==> images/port_trees.png <==
Bar = 10 um.
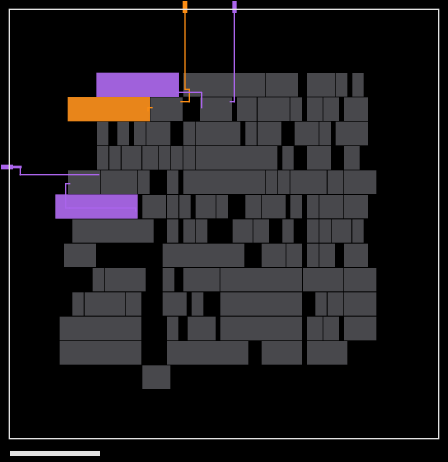
==> images/floorplan.png <==
Bar = 10 um. Pins as bars on the die edge.
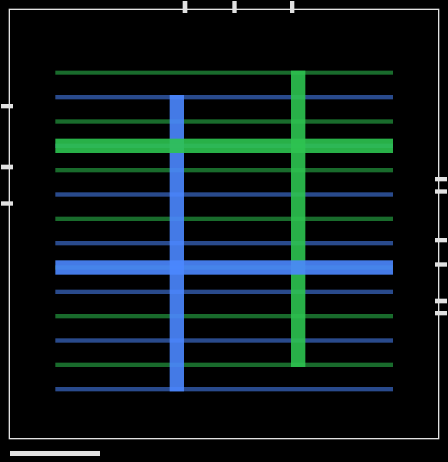
==> images/class_map.png <==
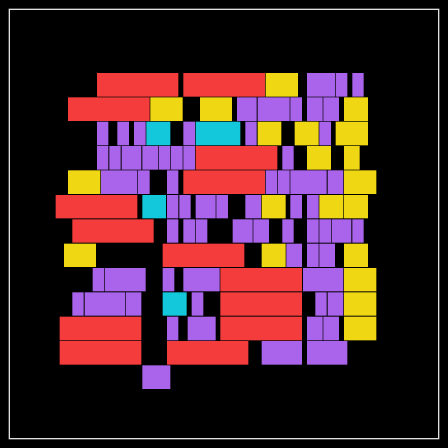
`config.mk`:
```
export PLATFORM = sky130hd
export DESIGN_NAME = rls_phase_sequencer
export DESIGN_NICKNAME = d
export VERILOG_FILES = /design/src/rtl/rls_phase_sequencer_pkg.sv /design/src/rtl/rls_phase_sequencer_counter.sv /design/src/rtl/rls_phase_sequencer.sv
export SDC_FILE = /design/constraint.sdc
export NUM_CORES = 1
export LEC_CHECK = 0
export ABC_AREA = 1
export CAP_MARGIN = 0
export CORE_MARGIN = 5
export CORE_UTILIZATION = 50
export CTS_CLUSTER_DIAMETER = 150
export DETAILED_ROUTE_END_ITERATION = 10
export GPL_TIMING_DRIVEN = 1
export HOLD_SLACK_MARGIN = 0.02
export PLACE_DENSITY = 0.85
export SLEW_MARGIN = 20
export SYNTH_ARGS = -nofsm -noshare
export SYNTH_HDL_FRONTEND = slang
export SYNTH_SLANG_ARGS = --single-unit
export TNS_END_PERCENT = 5
```
`constraint.sdc`:
```
create_clock -name clock -period 1.8 [get_ports clock]
set_input_delay 0.36 -clock clock [delete_from_list [all_inputs] [get_ports clock]]
set_output_delay 0.36 -clock clock [all_outputs]
set_load 0.02 [all_outputs]
```
`src/rtl/rls_phase_sequencer_pkg.sv`:
```
// Shared types for the RLS phase sequencer: phase codes, FSM state codes
// and the state-to-phase decode used for the registered phase output.
package rls_phase_sequencer_pkg;

    typedef enum logic [1:0] {
        PH_IDLE = 2'b00,
        PH_GAIN = 2'b01,
        PH_ERR  = 2'b10,
        PH_UPD  = 2'b11
    } phase_t;

    typedef enum logic [2:0] {
        ST_IDLE    = 3'd0,
        ST_GAIN    = 3'd1,
        ST_DRAIN_G = 3'd2,
        ST_ERR     = 3'd3,
        ST_UPD     = 3'd4,
        ST_DRAIN_U = 3'd5,
        ST_DONE    = 3'd6
    } state_t;

    localparam int DRAIN_W = 4;

    // Drains report the phase of the sweep they follow.
    function automatic phase_t phase_of(input state_t st);
        phase_t ph;
        case (st)
            ST_GAIN, ST_DRAIN_G: ph = PH_GAIN;
            ST_ERR:              ph = PH_ERR;
            ST_UPD, ST_DRAIN_U:  ph = PH_UPD;
            default:             ph = PH_IDLE;
        endcase
        return ph;
    endfunction

endpackage

```
`src/rtl/rls_phase_sequencer_counter.sv`:
```
// Modulo (M+1) index counter with synchronous clear and count enable.
module rls_phase_sequencer_counter #(
    parameter int nBits = 3,
    parameter int M     = 7
) (
    input  logic             clock,
    input  logic             reset,
    input  logic             clear,
    input  logic             count,
    output logic [nBits-1:0] r
);

    localparam logic [nBits-1:0] LAST = nBits'(M);

    // Index register: clear wins over count, wraps from M back to 0.
    always_ff @(posedge clock or negedge reset) begin
        if (!reset) begin
            r <= '0;
        end else if (clear) begin
            r <= '0;
        end else if (count) begin
            r <= (r == LAST) ? '0 : r + nBits'(1);
        end else begin
            r <= r;
        end
    end

endmodule

```
`src/rtl/rls_phase_sequencer.sv`:
```
// Sequences one RLS iteration: GAIN sweep, pipeline drain, ERROR cycle,
// UPDATE sweep, drain, then a one-cycle done pulse.
module rls_phase_sequencer
    import rls_phase_sequencer_pkg::*;
#(
    parameter int nBits = 3,
    parameter int M     = 7,
    parameter int LAT   = 2
) (
    input  logic             clock,
    input  logic             reset,
    input  logic             start,
    input  logic             stall,
    output logic             busy,
    output logic [nBits-1:0] idx,
    output logic [1:0]       phase,
    output logic             idx_valid,
    output logic             done
);

    localparam logic [nBits-1:0]   M_IDX    = nBits'(M);
    localparam logic [DRAIN_W-1:0] LAT_LAST = (LAT == 0) ? 4'd0 : 4'(LAT - 1);

    state_t             state_r;
    state_t             next_state_s;
    logic               busy_r;
    logic               done_r;
    phase_t             phase_r;
    logic [DRAIN_W-1:0] drain_cnt_r;
    logic               cnt_clear_s;
    logic               cnt_count_s;
    logic               idx_valid_s;
    logic               in_drain_s;
    logic               drain_last_s;
    logic [nBits-1:0]   idx_r;

    rls_phase_sequencer_counter #(
        .nBits (nBits),
        .M     (M)
    ) u_counter (
        .clock (clock),
        .reset (reset),
        .clear (cnt_clear_s),
        .count (cnt_count_s),
        .r     (idx_r)
    );

    assign in_drain_s   = (state_r == ST_DRAIN_G) || (state_r == ST_DRAIN_U);
    assign drain_last_s = (drain_cnt_r == LAT_LAST);

    // Next-state, counter control and datapath strobe decode.
    always_comb begin
        next_state_s = state_r;
        cnt_clear_s  = 1'b0;
        cnt_count_s  = 1'b0;
        idx_valid_s  = 1'b0;
        case (state_r)
            ST_IDLE: begin
                cnt_clear_s = 1'b1;
                if (start) begin
                    next_state_s = ST_GAIN;
                end else begin
                    next_state_s = ST_IDLE;
                end
            end
            ST_GAIN: begin
                idx_valid_s = ~stall;
                cnt_count_s = ~stall;
                if (!stall && (idx_r == M_IDX)) begin
                    next_state_s = (LAT == 0) ? ST_ERR : ST_DRAIN_G;
                end else begin
                    next_state_s = ST_GAIN;
                end
            end
            ST_DRAIN_G: begin
                if (drain_last_s) begin
                    next_state_s = ST_ERR;
                end else begin
                    next_state_s = ST_DRAIN_G;
                end
            end
            ST_ERR: begin
                idx_valid_s  = 1'b1;
                next_state_s = ST_UPD;
            end
            ST_UPD: begin
                idx_valid_s = ~stall;
                cnt_count_s = ~stall;
                if (!stall && (idx_r == M_IDX)) begin
                    next_state_s = (LAT == 0) ? ST_DONE : ST_DRAIN_U;
                end else begin
                    next_state_s = ST_UPD;
                end
            end
            ST_DRAIN_U: begin
                if (drain_last_s) begin
                    next_state_s = ST_DONE;
                end else begin
                    next_state_s = ST_DRAIN_U;
                end
            end
            ST_DONE: begin
                cnt_clear_s  = 1'b1;
                next_state_s = ST_IDLE;
            end
            default: begin
                cnt_clear_s  = 1'b1;
                next_state_s = ST_IDLE;
            end
        endcase
    end

    // State and registered outputs, all computed from the next state.
    always_ff @(posedge clock or negedge reset) begin
        if (!reset) begin
            state_r <= ST_IDLE;
            busy_r  <= 1'b0;
            done_r  <= 1'b0;
            phase_r <= PH_IDLE;
        end else begin
            state_r <= next_state_s;
            busy_r  <= (next_state_s != ST_IDLE) && (next_state_s != ST_DONE);
            done_r  <= (next_state_s == ST_DONE);
            phase_r <= phase_of(next_state_s);
        end
    end

    // Drain length counter: runs only while in a drain state.
    always_ff @(posedge clock or negedge reset) begin
        if (!reset) begin
            drain_cnt_r <= 4'd0;
        end else if (in_drain_s && !drain_last_s) begin
            drain_cnt_r <= drain_cnt_r + 4'd1;
        end else begin
            drain_cnt_r <= 4'd0;
        end
    end

    assign busy      = busy_r;
    assign done      = done_r;
    assign phase     = phase_r;
    assign idx       = idx_r;
    assign idx_valid = idx_valid_s;

endmodule
```
==> GITHUB_STEP_SUMMARY <==
### Yosys + OpenROAD results

| Metric | Value |
|---|---|
| Status | complete, no violations |
| DRT iter0 DRCs | 15 |
| Worst rel slew slack | 0.601 |
| Vias in the first global route | between 500 and 600 |
| First-pass GRT wire length | 2370 um |
| Most frequent logic cell in the layout | nand2_1 |
| RSZ-0062 raised after global routing | false |
| Chip Area, Yosys | 714 um^2 |
| Yosys warnings | 0 |
| Seq/Total Area, Yosys | 0.490 |
| Max-cap violations | 0 |
| Pins over their slew limit | 0 |
| Late-Pin Clk Latency | ~0.27 ns |
| Htree depth | 1 |
| Instance tally after logic synthesis | roughly 81 |
| Initial antenna violation count | 0 |
| Worst-margin pin slew | slightly below 0.6 ns |
| Unique cell types | 17 |
| Yosys reg bits | 14 |
| Via count | slightly below 600 |
| Fp util | 0.536 |
| CTS max path bufs | 2 |
| Top logic family | simple AND/OR/NAND/NOR gates |
| Top Layout Cells | nand2_1 (16), dfrtp_1 (14), nor2_1 (13) |
| Yosys stat cell total | a little over 80 |
| GR Layer Usage met3 | 0.0226 |
| Via density | around 4.9 |
| GPL Wtd Cong | between 0.8 and 0.9 |
| Fin. Hold Viols | 0 |
| Wire length per cell | approximately 12 um |
| Port Buffers | 11 |
| Maximum number of pins on one net before global-route repair | 15 |
| Number of routed nets with antenna violations | 0 |
| Core area | about 1300 um^2 |
| Fill count | between 100 and 150 |
| Syn avg cell area | between 8 and 9 um^2 |
| RR Startpoint | u_counter.r[0] |
| Max frequency | 596 MHz |
| DIE AREA | 2280 um^2 |
| Aoi share | 0.0438 |
| Critical Path AT | between 1 and 1.5 ns |
| Num CTS Buffers | 3 |
| Dpl ws | -0.155 ns |
| Detailed Routing Iterations Pass 1 | 4 |
| Final core area utilization | 0.708 |
| Setup TNS Final | 0 ns |
| M2 GR Usage | 0.235 |
| Worst-path fanout max | 3 |
| CTS root buffer | clkbuf_4 |
| Die Ht | between 40 and 50 um |
| Final Non-Filler Cells | around 120 |
| Die width | 47.8 um |
| Crit path DRT | 1.44 ns |
| Final wirelength | about 1400 um |
| Gate Area | between 300 and 400 um^2 |
| Inst Count DP | between 100 and 150 |
| Clock Sinks | 14 |
| Critical path class | register to output port |
| Num rows | 13 |
| Cell leakage power | 0.000496 uW |
| Critical path startpoint category | register |
| Net count after synthesis | roughly 90 |
| Simple-Gate Area Share | 0.324 |
| Number of setup violations in the final report | 0 |
| Mux frac, synth | 0 |
| Peak supply drop | ~0.94 mV |
| Adder Area Share | 0.0701 |
| Tot GR Track Use | 0.151 |
| Top Usage Layer GRT | met2 |
| Flop area | approximately 350 um^2 |
| Pwr Density | approximately 1700 nW/um^2 |
| CTS tree | yes |
| Critical Path Sink Type | output port |
| CP startpoint | state_r[1] |
| Final WS setup | approximately 0.12 ns |
| Antenna Cells | 0 |
| DRC viols | 0 |
| Share of cells above drive strength 1 | 0.248 |
| Synth Cell Area | between 700 and 800 um^2 |
| Clock transition at path regs | about 0.080 ns |
| Area growth from synthesis to layout | 32.2% |
| Ports | 12 |
| Met1 Usage GRT | 0.208 |
| Fin nets | 114 |
| Period utilisation layout | 0.932 |
| Worst min path class | primary input to async pin |
| Count of tool warnings | 27 |
| Total grt overflow | 0 |
| Xor/xnor share | 0.0245 |
| Clock skew | about 0.0018 ns |
Back to the opening pictures, port_trees.png:
purple -> phase  # bits 2, direction output, end cells 2, buffers 2, wire 36.5 um
orange -> busy  # bits 1, direction output, end cells 1, buffers 1, wire 12.2 um

Back to the opening pictures, floorplan.png:
blue -> VSS
green -> VDD
signal pins = 12
met4 straps = 2
met1 rails = 14
met5 straps = 2

Back to the opening pictures, class_map.png:
yellow -> remaining buffers and delay cells  # cells 20
cyan -> clock drivers and dummy loads  # cells 4
purple -> remaining logic cells  # cells 67
red -> registers  # cells 14

==> synth_stat cells (all sizes together) <==
cell type | count | area share
inv | 9 | 0.047
o31ai | 1 | 0.018
nand3 | 11 | 0.084
ha | 4 | 0.070
o21ai | 1 | 0.0070
nand2 | 18 | 0.10
dfrtp | 14 | 0.49
a21oi | 2 | 0.019
xnor2 | 1 | 0.012
nor2 | 19 | 0.14
xor2 | 1 | 0.012
==> per-stage QoR <==
| stage | hold slack, ns | area, um^2 | total power, uW |
|---|---|---|---|
| 3_3_place_gp | 0.479 | 903 | 1340 |
| 3_5_place_dp | 0.482 | 903 | 1370 |
| 6_report | 0.462 | 945 | 1580 |
| 5_1_grt | 0.501 | 945 | 1720 |
| 4_1_cts | 0.477 | 948 | 1600 |
| 2_1_floorplan | 0.0644 | 714 | 1000 |
==> power breakdown <==
group / total (uW) / switching [uW] / internal (uW)
logic: 871 / 485 / 386
clock network: 216 / 93.4 / 123
registers: 496 / 74.2 / 422
==> sequential cells by signal (all words and copies together) (netlist names) <==
register,flops
done,1
drain_cnt_r,4
state_r,3
phase,2
busy,1
u_counter.r,3
==> critical path, cell delays in order, from the launching register on <==
cell and delay (ns):
dfrtp_1 0.44, nor2_2 0.16, nand2_1 0.08, nand2_1 0.10
nand2_2 0.06, nand2_1 0.06, buf_2 0.16
==> path summary, 6_finish.rpt <==
kind	to	slack [ns]	cells past startpoint
max	idx_valid	0.12	6
min	drain_cnt_r[3]	0.46	1
max reg2reg	phase[0]	0.23	10
min reg2reg	drain_cnt_r[0]	0.49	1
max in group asynchronous	phase[1]	0.95	1
min in group clock	drain_cnt_r[0]	0.49	1
==> kinds of logic (layout without fill, tap and decap cells) <==
| logic type | after synthesis | after routing |
|---|---|---|
| AOI/OAI and AO/OA | 4 | 4 |
| adders and majority gates | 4 | 4 |
| xor gates and xnor gates | 2 | 2 |
| and+or+nand+nor | 48 | 48 |
| buffers and inverters | 9 | 33 |
| DFF | 14 | 14 |
==> final cells by class <==
| type | count | share of cell area |
|---|---|---|
| Multi-Input combinational cell | 58 | 0.352 |
| Sequential cell | 14 | 0.371 |
| Tap cell | 15 | 0.0199 |
| Inverter | 9 | 0.0358 |
| Clock buffer | 4 | 0.0384 |
| Timing Repair Buffer | 20 | 0.183 |
==> routing by layer <==
| layer | wire length [um] | up-vias |
|---|---|---|
| met5 | 0 | - |
| met4 | 9 | 0 |
| met3 | 64 | 2 |
| met2 | 655 | 13 |
| met1 | 681 | 277 |
| li1 | - | 301 |
==> timing repair <==
action | CTS | global route
hold buffers | 0 | 0
pin swaps | 0 | 0
gates resized | 3 | 2
buffers inserted | 1 | 0
setup endpoints to repair | 1 | 1
Power figures rest on the tool's default switching activity, not on a simulated workload.
